Run 1, routing congestion map:
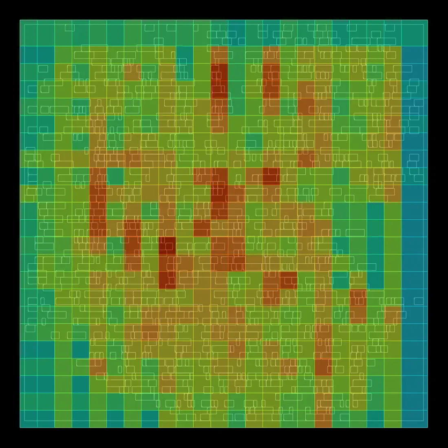
Run 1, selected gate families:
Drawn at 4 px/µm.
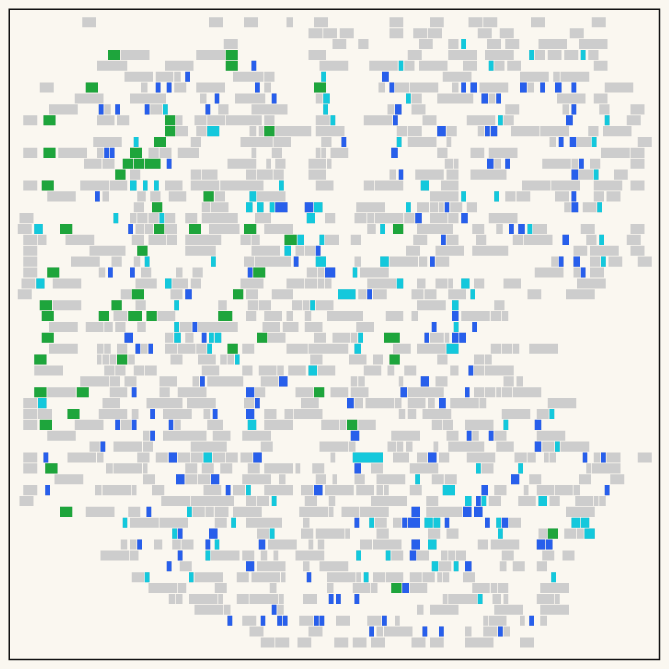
Run 1, signal metal coverage by tile:
Drawn at 2 px/µm. 32 x 32 tiles, from white (low) to dark blue (high), scaled to the fullest tile. Values are wire area over tile area, all layers added.
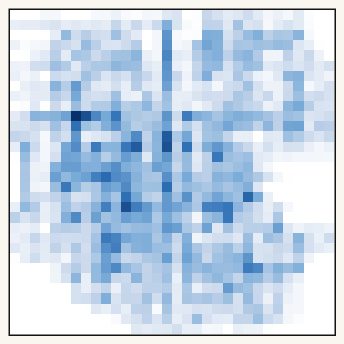
**src/rtl/scale_hdown_reader.sv**
```systemverilog
// ---------------------------------------------------------------------------
// scale_hdown_reader
//
// Horizontal nearest-neighbour downscaler sitting on the read side of the
// scaler line FIFO. Every input pixel of a line is popped from the FIFO, so
// the FIFO stays line-aligned. The input pixel at position x is kept only
// when x == floor(k*step) for the next output index k. Kept pixels are
// streamed out through a 2-entry skid buffer, and the last pixel of each line
// is flagged with pix_eol.
//
// Ports
//   rd_clk, rd_rst   single clock (the FIFO read clock), sync active-high reset
//   enable           level; keep processing line after line while high
//   src_width        input pixels per line       (latched at line start)
//   dst_width        max output pixels per line  (latched at line start)
//   step             src/dst ratio, CNT_WIDTH.FRAC_WIDTH fixed point (latched)
//   fifo_rd_en       FIFO read strobe; data returns one cycle later
//   fifo_rd_data     FIFO read data
//   fifo_empty       FIFO empty flag
//   pix_data/pix_eol output pixel and its end-of-line flag
//   pix_valid        output valid
//   pix_ready        downstream accept
//   line_done        one-cycle pulse once a line is fully consumed and emitted
//   busy             high whenever the FSM is not IDLE
//   dbg_state        current FSM state (IDLE=0, RUN=1, FLUSH=2, END=3)
//
// Handshake: a pixel transfers on a rising clock edge where pix_valid and
// pix_ready are both high. While pix_valid is high and pix_ready is low,
// pix_data and pix_eol stay stable. pix_valid does not depend on pix_ready.
// ---------------------------------------------------------------------------
module scale_hdown_reader #(
    parameter int DATA_WIDTH = 16,
    parameter int CNT_WIDTH  = 12,
    parameter int FRAC_WIDTH = 8
) (
    input  logic                          rd_clk,
    input  logic                          rd_rst,
    input  logic                          enable,
    input  logic [CNT_WIDTH-1:0]          src_width,
    input  logic [CNT_WIDTH-1:0]          dst_width,
    input  logic [CNT_WIDTH+FRAC_WIDTH-1:0] step,
    output logic                          fifo_rd_en,
    input  logic [DATA_WIDTH-1:0]         fifo_rd_data,
    input  logic                          fifo_empty,
    output logic [DATA_WIDTH-1:0]         pix_data,
    output logic                          pix_valid,
    input  logic                          pix_ready,
    output logic                          pix_eol,
    output logic                          line_done,
    output logic                          busy,
    output logic [1:0]                    dbg_state
);

    localparam int SW = CNT_WIDTH + FRAC_WIDTH;  // step width
    localparam int AW = SW + 1;                  // accumulator width
    localparam logic [CNT_WIDTH-1:0] CNT_ONE = 1;

    typedef enum logic [1:0] {
        S_IDLE  = 2'd0,
        S_RUN   = 2'd1,
        S_FLUSH = 2'd2,
        S_END   = 2'd3
    } state_t;

    state_t                 state_q,    state_d;
    logic [CNT_WIDTH-1:0]   src_w_q,    src_w_d;
    logic [CNT_WIDTH-1:0]   dst_w_q,    dst_w_d;
    logic [SW-1:0]          step_q,     step_d;
    logic [AW-1:0]          acc_q,      acc_d;
    logic [CNT_WIDTH-1:0]   src_x_q,    src_x_d;
    logic [CNT_WIDTH-1:0]   issued_q,   issued_d;
    logic [CNT_WIDTH-1:0]   out_cnt_q,  out_cnt_d;
    logic                   inflight_q, inflight_d;
    logic [DATA_WIDTH-1:0]  buf0_data_q, buf0_data_d;
    logic [DATA_WIDTH-1:0]  buf1_data_q, buf1_data_d;
    logic                   buf0_eol_q,  buf0_eol_d;
    logic                   buf1_eol_q,  buf1_eol_d;
    logic [1:0]             buf_occ_q,   buf_occ_d;

    logic                   pop;
    logic [1:0]             occ_after_pop;
    logic [AW-1:0]          acc_next;
    logic [CNT_WIDTH:0]     acc_int;
    logic [CNT_WIDTH:0]     next_int;
    logic                   keep;
    logic                   keep_eol;

    // Output side of the skid buffer: entry 0 is always the head.
    assign pix_valid = (buf_occ_q != 2'd0);
    assign pix_data  = buf0_data_q;
    assign pix_eol   = buf0_eol_q;
    assign busy      = (state_q != S_IDLE);
    assign dbg_state = state_q;

    assign pop           = pix_valid & pix_ready;
    assign occ_after_pop = buf_occ_q - {1'b0, pop};

    // A read is only issued if the beat it returns next cycle is guaranteed a
    // buffer slot: occupancy after this cycle's pop plus the beat landing now
    // must leave at least one entry free.
    assign fifo_rd_en = (state_q == S_RUN) && !fifo_empty &&
                        (issued_q < src_w_q) &&
                        ((occ_after_pop + {1'b0, inflight_q}) < 2'd2);

    assign acc_next = acc_q + {1'b0, step_q};
    assign acc_int  = acc_q[AW-1:FRAC_WIDTH];
    assign next_int = acc_next[AW-1:FRAC_WIDTH];

    // inflight_q marks that fifo_rd_data carries the beat for position src_x_q.
    assign keep     = inflight_q && (out_cnt_q < dst_w_q) &&
                      ({1'b0, src_x_q} == acc_int);
    assign keep_eol = ((out_cnt_q + CNT_ONE) == dst_w_q) ||
                      (next_int >= {1'b0, src_w_q});

    always_comb begin
        state_d     = state_q;
        src_w_d     = src_w_q;
        dst_w_d     = dst_w_q;
        step_d      = step_q;
        acc_d       = acc_q;
        src_x_d     = src_x_q;
        issued_d    = issued_q;
        out_cnt_d   = out_cnt_q;
        inflight_d  = fifo_rd_en;
        buf0_data_d = buf0_data_q;
        buf1_data_d = buf1_data_q;
        buf0_eol_d  = buf0_eol_q;
        buf1_eol_d  = buf1_eol_q;
        buf_occ_d   = occ_after_pop + {1'b0, keep};
        line_done   = 1'b0;

        if (fifo_rd_en) begin
            issued_d = issued_q + CNT_ONE;
        end

        // Returned beat: advance position, maybe keep it.
        if (inflight_q) begin
            src_x_d = src_x_q + CNT_ONE;
            if (keep) begin
                acc_d     = acc_next;
                out_cnt_d = out_cnt_q + CNT_ONE;
            end
        end

        // Skid buffer: shift on pop, then append behind whatever remains.
        if (pop) begin
            buf0_data_d = buf1_data_q;
            buf0_eol_d  = buf1_eol_q;
        end
        if (keep) begin
            if (occ_after_pop == 2'd0) begin
                buf0_data_d = fifo_rd_data;
                buf0_eol_d  = keep_eol;
            end else begin
                buf1_data_d = fifo_rd_data;
                buf1_eol_d  = keep_eol;
            end
        end

        case (state_q)
            S_IDLE: begin
                if (enable) begin
                    state_d = S_RUN;
                end
            end
            S_RUN: begin
                // src_x counts returned beats, so no read is in flight here.
                if (src_x_q == src_w_q) begin
                    state_d = S_FLUSH;
                end
            end
            S_FLUSH: begin
                if (buf_occ_q == 2'd0) begin
                    state_d = S_END;
                end
            end
            S_END: begin
                line_done = 1'b1;
                state_d   = enable ? S_RUN : S_IDLE;
            end
            default: begin
                state_d = S_IDLE;
            end
        endcase

        // Line start: latch configuration and clear the per-line counters.
        if ((state_q == S_IDLE || state_q == S_END) && enable) begin
            src_w_d   = src_width;
            dst_w_d   = dst_width;
            step_d    = step;
            // A ratio below 1.0 would keep one input pixel several times.
            if (step[SW-1:FRAC_WIDTH] == '0) begin
                step_d = SW'(1) << FRAC_WIDTH;
            end
            acc_d     = '0;
            src_x_d   = '0;
            issued_d  = '0;
            out_cnt_d = '0;
        end
    end

    always_ff @(posedge rd_clk) begin
        if (rd_rst) begin
            state_q     <= S_IDLE;
            src_w_q     <= '0;
            dst_w_q     <= '0;
            step_q      <= '0;
            acc_q       <= '0;
            src_x_q     <= '0;
            issued_q    <= '0;
            out_cnt_q   <= '0;
            inflight_q  <= 1'b0;   // drops any read in flight
            buf0_data_q <= '0;
            buf1_data_q <= '0;
            buf0_eol_q  <= 1'b0;
            buf1_eol_q  <= 1'b0;
            buf_occ_q   <= 2'd0;
        end else begin
            state_q     <= state_d;
            src_w_q     <= src_w_d;
            dst_w_q     <= dst_w_d;
            step_q      <= step_d;
            acc_q       <= acc_d;
            src_x_q     <= src_x_d;
            issued_q    <= issued_d;
            out_cnt_q   <= out_cnt_d;
            inflight_q  <= inflight_d;
            buf0_data_q <= buf0_data_d;
            buf1_data_q <= buf1_data_d;
            buf0_eol_q  <= buf0_eol_d;
            buf1_eol_q  <= buf1_eol_d;
            buf_occ_q   <= buf_occ_d;
        end
    end

endmodule

```
**config.mk**
```make
export PLATFORM = sky130hd
export DESIGN_NAME = scale_hdown_reader
export DESIGN_NICKNAME = d
export VERILOG_FILES = /design/src/rtl/scale_hdown_reader.sv
export SDC_FILE = /design/constraint.sdc
export NUM_CORES = 1
export LEC_CHECK = 0
export ABC_CLOCK_PERIOD_IN_PS = 3750
export CAP_MARGIN = 5
export CORE_MARGIN = 1.5
export CORE_UTILIZATION = 31
export DETAILED_ROUTE_END_ITERATION = 8
export HOLD_SLACK_MARGIN = 0.12
export PLACE_DENSITY_LB_ADDON = 0.1
export SETUP_SLACK_MARGIN = 0.15
export SKIP_CTS_REPAIR_TIMING = 1
export SLEW_MARGIN = 10
export SYNTH_ARGS = -nofsm -noshare
export SYNTH_HDL_FRONTEND = slang
export SYNTH_SLANG_ARGS = --single-unit
```
**constraint.sdc**
```tcl
create_clock -name rd_clk -period 3.75 [get_ports rd_clk]
set_input_delay 0.75 -clock rd_clk [delete_from_list [all_inputs] [get_ports rd_clk]]
set_output_delay 0.75 -clock rd_clk [all_outputs]
set_load 0.02 [all_outputs]
```
==> out/qor.csv, run 1 <==
stage,metric,value,unit
synth,synth_top_area_share,35.7,%
grt,grt_use_met1,23.8,%
final_timing,finalSetupViolCount,0,
worst_hold_path,hold_path_end,buf1_data_q[10],
grt,grt_max_degree,62,
worst_setup_path,r2r-start,step_q[0],
grt,grt_pass1_wl,35.5,mm
floorplanning,dieArea,26300,µm²
final_timing,rsz0062_at_grt,yes,
synth,yosysWarnings,0,
floorplanning,num_rows,58,
outcome,status,"finished, final reports clean",
worst_setup_path,crit_fanout,3,
worst_setup_path,regToRegEndpoint,pix_eol,
clock_tree,ctsRootBufferMaster,clkbuf_16,
floorplanning,fp-utilization,31.4,%
final_timing,slew_violations,0,
worst_hold_path,worstHoldStart,buf1_data_q[10],
worst_setup_path,crit_buf_inv,2,
clock_tree,clk_pin_slew_worst_paths,0.07,ns
About 'routing congestion map':
total track usage: 17.4%
WL/cell: 15.9 µm

About 'selected gate families':
legend:
  nor cells:
    color: cyan
    cells: 109
    most_used: nor2_1
    where: widely spread
  non-inverting ao/oa cells:
    color: green
    cells: 54
    most_used: a22o_1
  nand cells:
    color: blue
    cells: 157
    most_used: nand2_1
    where: widely spread
most frequent logic cell in the layout: dfxtp_1
Comb area share: 47.9%
Layout Cells excl Fill: 1,379

About 'signal metal coverage by tile':
densest ninth of the die: middle
tiles over half the peak: 9.8%
nearly empty tiles: 15%
fullest tile: 0.51
emptiest ninth of the die: bottom left
mean over tiles: 0.13
via count: 6,768
Routed Wire Length: 21.9 mm

[run 1: placed cells by master, fill, tap and decap left out, drive strengths merged, types with 17 or more instances in the layout]
master and instances:
o21ai 43, clkdlybuf4s50 85, buf 55, clkbuf 17, mux2i 23, a21oi 63, xnor2 50, ha 65
xor2 30, a22o 20, dfxtp 140, a211oi 24, nand2 99, inv 48, nand3 35, nor2 73
[run 1: layout make-up]
cell class / count / area (µm²) / share of cell area, %
sequential: 140 / 2810 / 27.7
clock buffer: 17 / 425 / 4.19
clock inverter: 15 / 205 / 2.02
tap: 330 / 413 / 4.07
multi-input combinational: 696 / 4860 / 47.9
timing repair buffer: 141 / 1290 / 12.7
inverter: 40 / 150 / 1.48
[run 1: registers in the layout (all words and copies together) (netlist names), 16 cells and up]
register     cells
buf1_data_q     16
acc_q           21
pix_data        16
step_q          20
==> run 1 -> run 2 <==
--- a/config.mk
+++ b/config.mk
@@ -13,8 +13,8 @@
 export HOLD_SLACK_MARGIN = 0.12
 export PLACE_DENSITY_LB_ADDON = 0.1
 export SETUP_SLACK_MARGIN = 0.15
-export SKIP_CTS_REPAIR_TIMING = 1
 export SLEW_MARGIN = 10
 export SYNTH_ARGS = -nofsm -noshare
 export SYNTH_HDL_FRONTEND = slang
 export SYNTH_SLANG_ARGS = --single-unit
+export TNS_END_PERCENT = 10
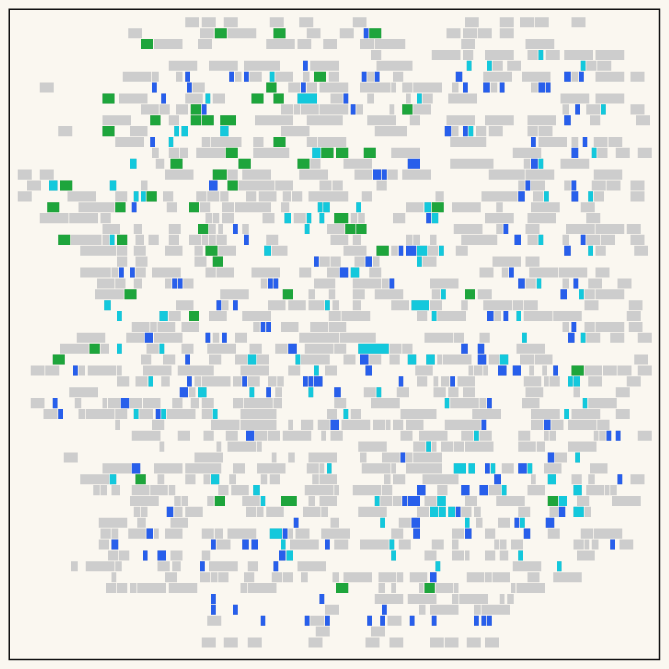
Run 2: selected gate families
Drawn at 4 px/µm.
Comb area share: 48.6%
Layout Cells excl Fill: 1,370

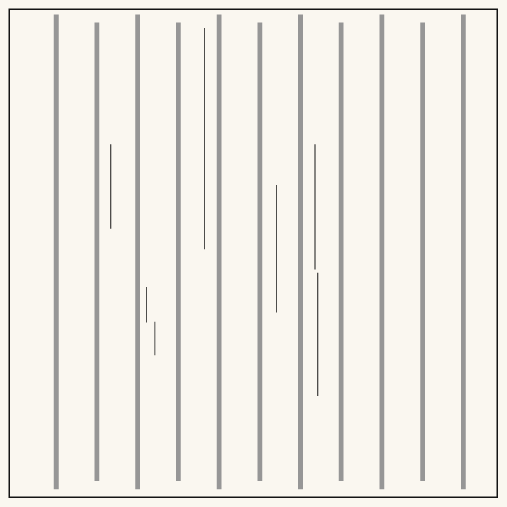
Run 2: the metal 4 layer
Drawn at 3 px/µm. Supply wires on this layer in gray.
nets with wire on the layer: 4
main direction: vertical
wire length on this layer: 248 µm
Routed Wire Length: 21.7 mm
via count: 6,722

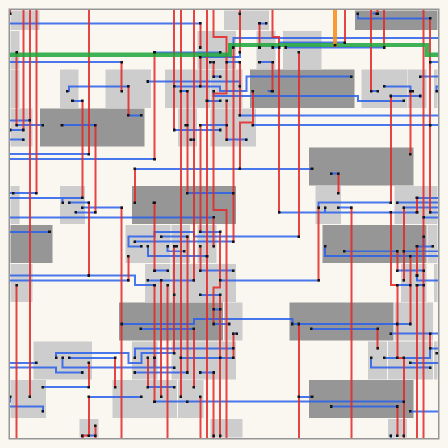
Run 2: a small window of the routed layout
Window x 66 to 96, y 34 to 64 µm. Cells in gray, sequential cells in the stronger gray; small squares are vias.
legend:
  M2:
    color: red
  M4:
    color: orange
  M3:
    color: green
  M1:
    color: blue
sequential cells in the window: 9
most frequent: dfxtp_1 (9), inv_1 (7), xnor2_1 (6)
cells with their middle in the window: 48
netlist names of flops here include: `src_w_q` (4), `out_cnt_q` (2), `src_x_q` (2)

==> run 2 against run 1 <==
Final cell count fell by 0.65%. Design area fell by 1.2%. Largest power group unchanged. Critical endpoint is now buf1_eol_q. Die area is the same.
==> out/qor.csv, run 2 <==
stage,metric,value,unit
final_timing,finClkSkew,0.00921,ns
floorplanning,dieArea,26300,µm²
grt,grt_max_degree,61,
worst_setup_path,cp_common_cell,or4_4,
synth,yosys-stat-cells,922,
worst_setup_path,rrSetupSlack,0.05,ns
pwr,p_seq,1800,µW
synth,yosysWarnings,0,
synth,syn-cell-area,7860,µm²
synth,ff_type,dfxtp_1,
grt,grtUsageTotal,17.1,%
floorplanning,fp-utilization,31.4,%
finish,mostFrequentLayoutCell,dfxtp_1,
synth,synth_top_area_share,35.7,%
floorplanning,num_rows,58,
worst_hold_path,worstHoldStart,buf1_data_q[1],
synth,async_flop_share,0,%
pwr,p_int,3390,µW
finish,largest_reg_flops,21,
finish,top_regs,"acc_q: 21 flops, step_q: 20 flops",
worst_hold_path,hold_path_end,buf1_data_q[1],
grt,grt_pass1_wl,35.1,mm
pwr,power-top-group,combinational logic,
pwr,switchingPower,1980,µW
finish,regArea,2810,µm²
worst_setup_path,crit_fanout,3,
route,routedWlPerCell,15.8,µm
placed_design,pre_cts_slack,-0.224,ns
worst_setup_path,worst_ep_arrival_time,3.99,ns
worst_hold_path,min_path_cells,2,
clock_tree,ctsRootBufferMaster,clkbuf_16,
clock_tree,clk_pin_slew_worst_paths,0.06,ns
clock_tree,cts_buffers,17,
final_timing,hold_viol_final,0,
final_timing,finalSetupViolCount,0,
finish,most-common-layout-cells,"dfxtp_1, nand2_1, clkdlybuf4s50_1, nor2_1, a21oi_1",
finish,stdcell_area,10000,µm²
synth,ys_sh_aoi,18.3,%
outcome,status,"finished, final reports clean",
worst_setup_path,crit_buf_inv,1,
synth,postSynthSeqShare,35.7,%
worst_setup_path,regToRegEndpoint,buf1_eol_q,
final_timing,slew_violations,0,
worst_setup_path,cp-startpoint,acc_q[0],
final_timing,rsz0062_at_grt,yes,
worst_setup_path,r2r-start,acc_q[0],
finish,top_register,acc_q,
finish,final-comb-area,4870,µm²
## run 2: cell types whose count changed in the layout (fill, tap and decap cells not counted), moves of 2 or more
cell        previous run  this run
a31oi_2                2         0
buf_4                 53        43
bufinv_16              3         1
clkinvlp_4             2         8
inv_8                  5         0
## run 2: layer usage
layer / GRT usage (%) / routed length, µm / vias up / part of all wire (%)
met1: 24.4 / 11300 / 3107 / 52
met4: 4.71 / 248 / 0 / 1.1
met5: 0 / 0 / - / 0
met2: 26.5 / 9470 / 100 / 44
li1: - / - / 3500 / -
met3: 2.91 / 664 / 15 / 3.1
## run 2: final cells by class
type	count	area share, %
tap	330	4.12
inverter	40	1.50
timing repair buffer	132	12.2
clock inverter	15	1.39
multi-input combinational	696	48.6
sequential	140	28.0
clock buffer	17	4.24
==> run 2 -> run 3 <==
--- a/config.mk
+++ b/config.mk
@@ -5,7 +5,7 @@
 export SDC_FILE = /design/constraint.sdc
 export NUM_CORES = 1
 export LEC_CHECK = 0
-export ABC_CLOCK_PERIOD_IN_PS = 3750
+export ABC_CLOCK_PERIOD_IN_PS = 3600
 export CAP_MARGIN = 5
 export CORE_MARGIN = 1.5
 export CORE_UTILIZATION = 31
==> constraint.sdc (replaced) <==
create_clock -name rd_clk -period 3.6 [get_ports rd_clk]
set_input_delay 0.72 -clock rd_clk [delete_from_list [all_inputs] [get_ports rd_clk]]
set_output_delay 0.72 -clock rd_clk [all_outputs]
set_load 0.02 [all_outputs]
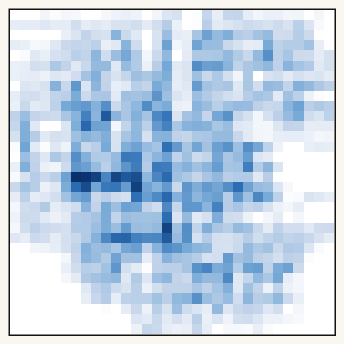
Run 3: signal metal coverage by tile
Drawn at 2 px/µm. 32 x 32 tiles, from white (low) to dark blue (high), scaled to the fullest tile. Values are wire area over tile area, all layers added.
tiles over half the peak: 12%
mean over tiles: 0.13
densest ninth of the die: middle
nearly empty tiles: 16%
total track usage: 17.4%
WL/cell: 16.0 µm
via count: 6,745
Routed Wire Length: 21.8 mm

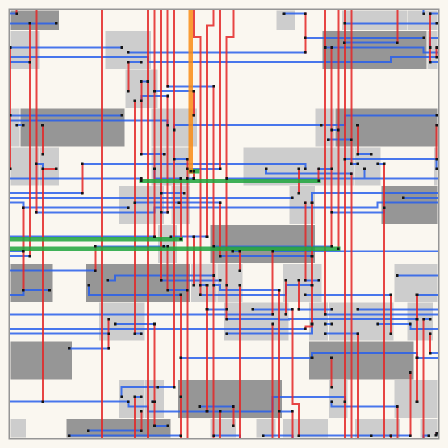
Run 3: a small window of the routed layout
Window x 66 to 96, y 34 to 64 µm. Cells in gray, sequential cells in the stronger gray; small squares are vias.
legend:
  M4:
    color: orange
  M2:
    color: red
  M1:
    color: blue
  M3:
    color: green
cells with their middle in the window: 43
sequential cells in the window: 10
netlist names of flops here include: `src_w_q` (5), `out_cnt_q` (2), `src_x_q` (2)
most frequent: dfxtp_1 (10), inv_1 (6), o21ai_0 (6)

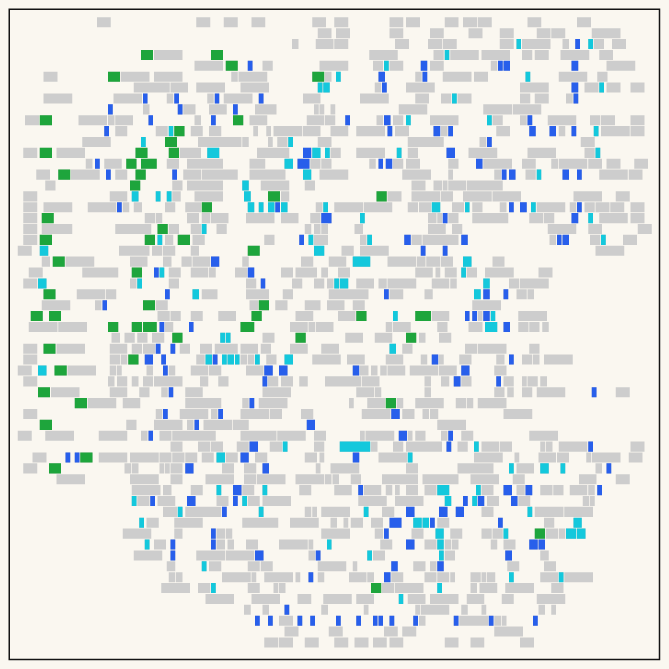
Run 3: selected gate families
Drawn at 4 px/µm.
legend:
  nand cells:
    color: blue
    cells: 157
    most_used: nand2_1
  non-inverting ao/oa cells:
    color: green
    cells: 54
    most_used: a22o_1
  nor cells:
    color: cyan
    cells: 109
    most_used: nor2_1
Comb area share: 48.3%
Layout Cells excl Fill: 1,366

==> run 3 against run 2 <==
Utilization fell by 0.19 points. Non-clock buffer count fell by 4. Sequential cell count did not move. Wire length rose by 0.74%. Worst hold slack barely moved. Largest power group unchanged. Clock-buffer cell count did not move. Sequential share of layout area rose by 0.11 points.
==> out/qor.csv, run 3 <==
stage,metric,value,unit
synth,postSynthSeqShare,35.7,%
outcome,status,"finished, final reports clean",
grt,grt_pass1_wl,36.0,mm
grt,grt-busiest-layer,met2,
route,dr_wl_met3,671,µm
final_timing,finClkSkew,0.0150,ns
synth,yosysWarnings,0,
worst_setup_path,cp_common_cell,a21o_1,
synth,ys_sh_aoi,18.3,%
clock_tree,ctsRootBufferMaster,clkbuf_16,
synth,ff_type,dfxtp_1,
finish,mostFrequentLayoutCell,dfxtp_1,
worst_setup_path,r2r-start,step_q[4],
finish,most-common-layout-cells,"dfxtp_1, nand2_1, clkdlybuf4s50_1, nor2_1, a21oi_1",
worst_hold_path,min_path_cells,2,
worst_hold_path,worstHoldStart,acc_q[2],
grt,grtUsageMet2,28.4,%
floorplanning,num_rows,58,
worst_setup_path,rrSetupSlack,0.15,ns
final_timing,rsz0062_at_grt,yes,
floorplanning,fp-utilization,31.4,%
worst_setup_path,cp-startpoint,step_q[4],
finish,top_register,acc_q,
clock_tree,cts_buffers,17,
route,m1WireLength,10.9,mm
synth,synth_top_area_share,35.7,%
synth,async_flop_share,0,%
floorplanning,dieArea,26300,µm²
[run 3: cell counts after synthesis]
No cell type changed its count.
[run 3: cell type report]
cell class | count | area (µm²) | area share [%]
multi-input cells | 696 | 4820 | 48.3
flip-flops and latches | 140 | 2810 | 28.1
repair buffers | 128 | 1180 | 11.9
clock buffers | 17 | 425 | 4.26
well taps | 330 | 413 | 4.14
clock inverters | 15 | 178 | 1.78
inverters | 40 | 150 | 1.50
[run 3: power by group through the flow]
stage | sequential, µW | clock, µW | combinational [µW]
final | 1880 | 1810 | 1990
after global routing | 1910 | 1930 | 2210
after CTS | 1890 | 1860 | 2000
after detailed placement | 1920 | 0 | 1990
after global placement | 1920 | 0 | 1980
after floorplan | 1920 | 0 | 1220
Power is estimated from default activity; no workload was simulated.
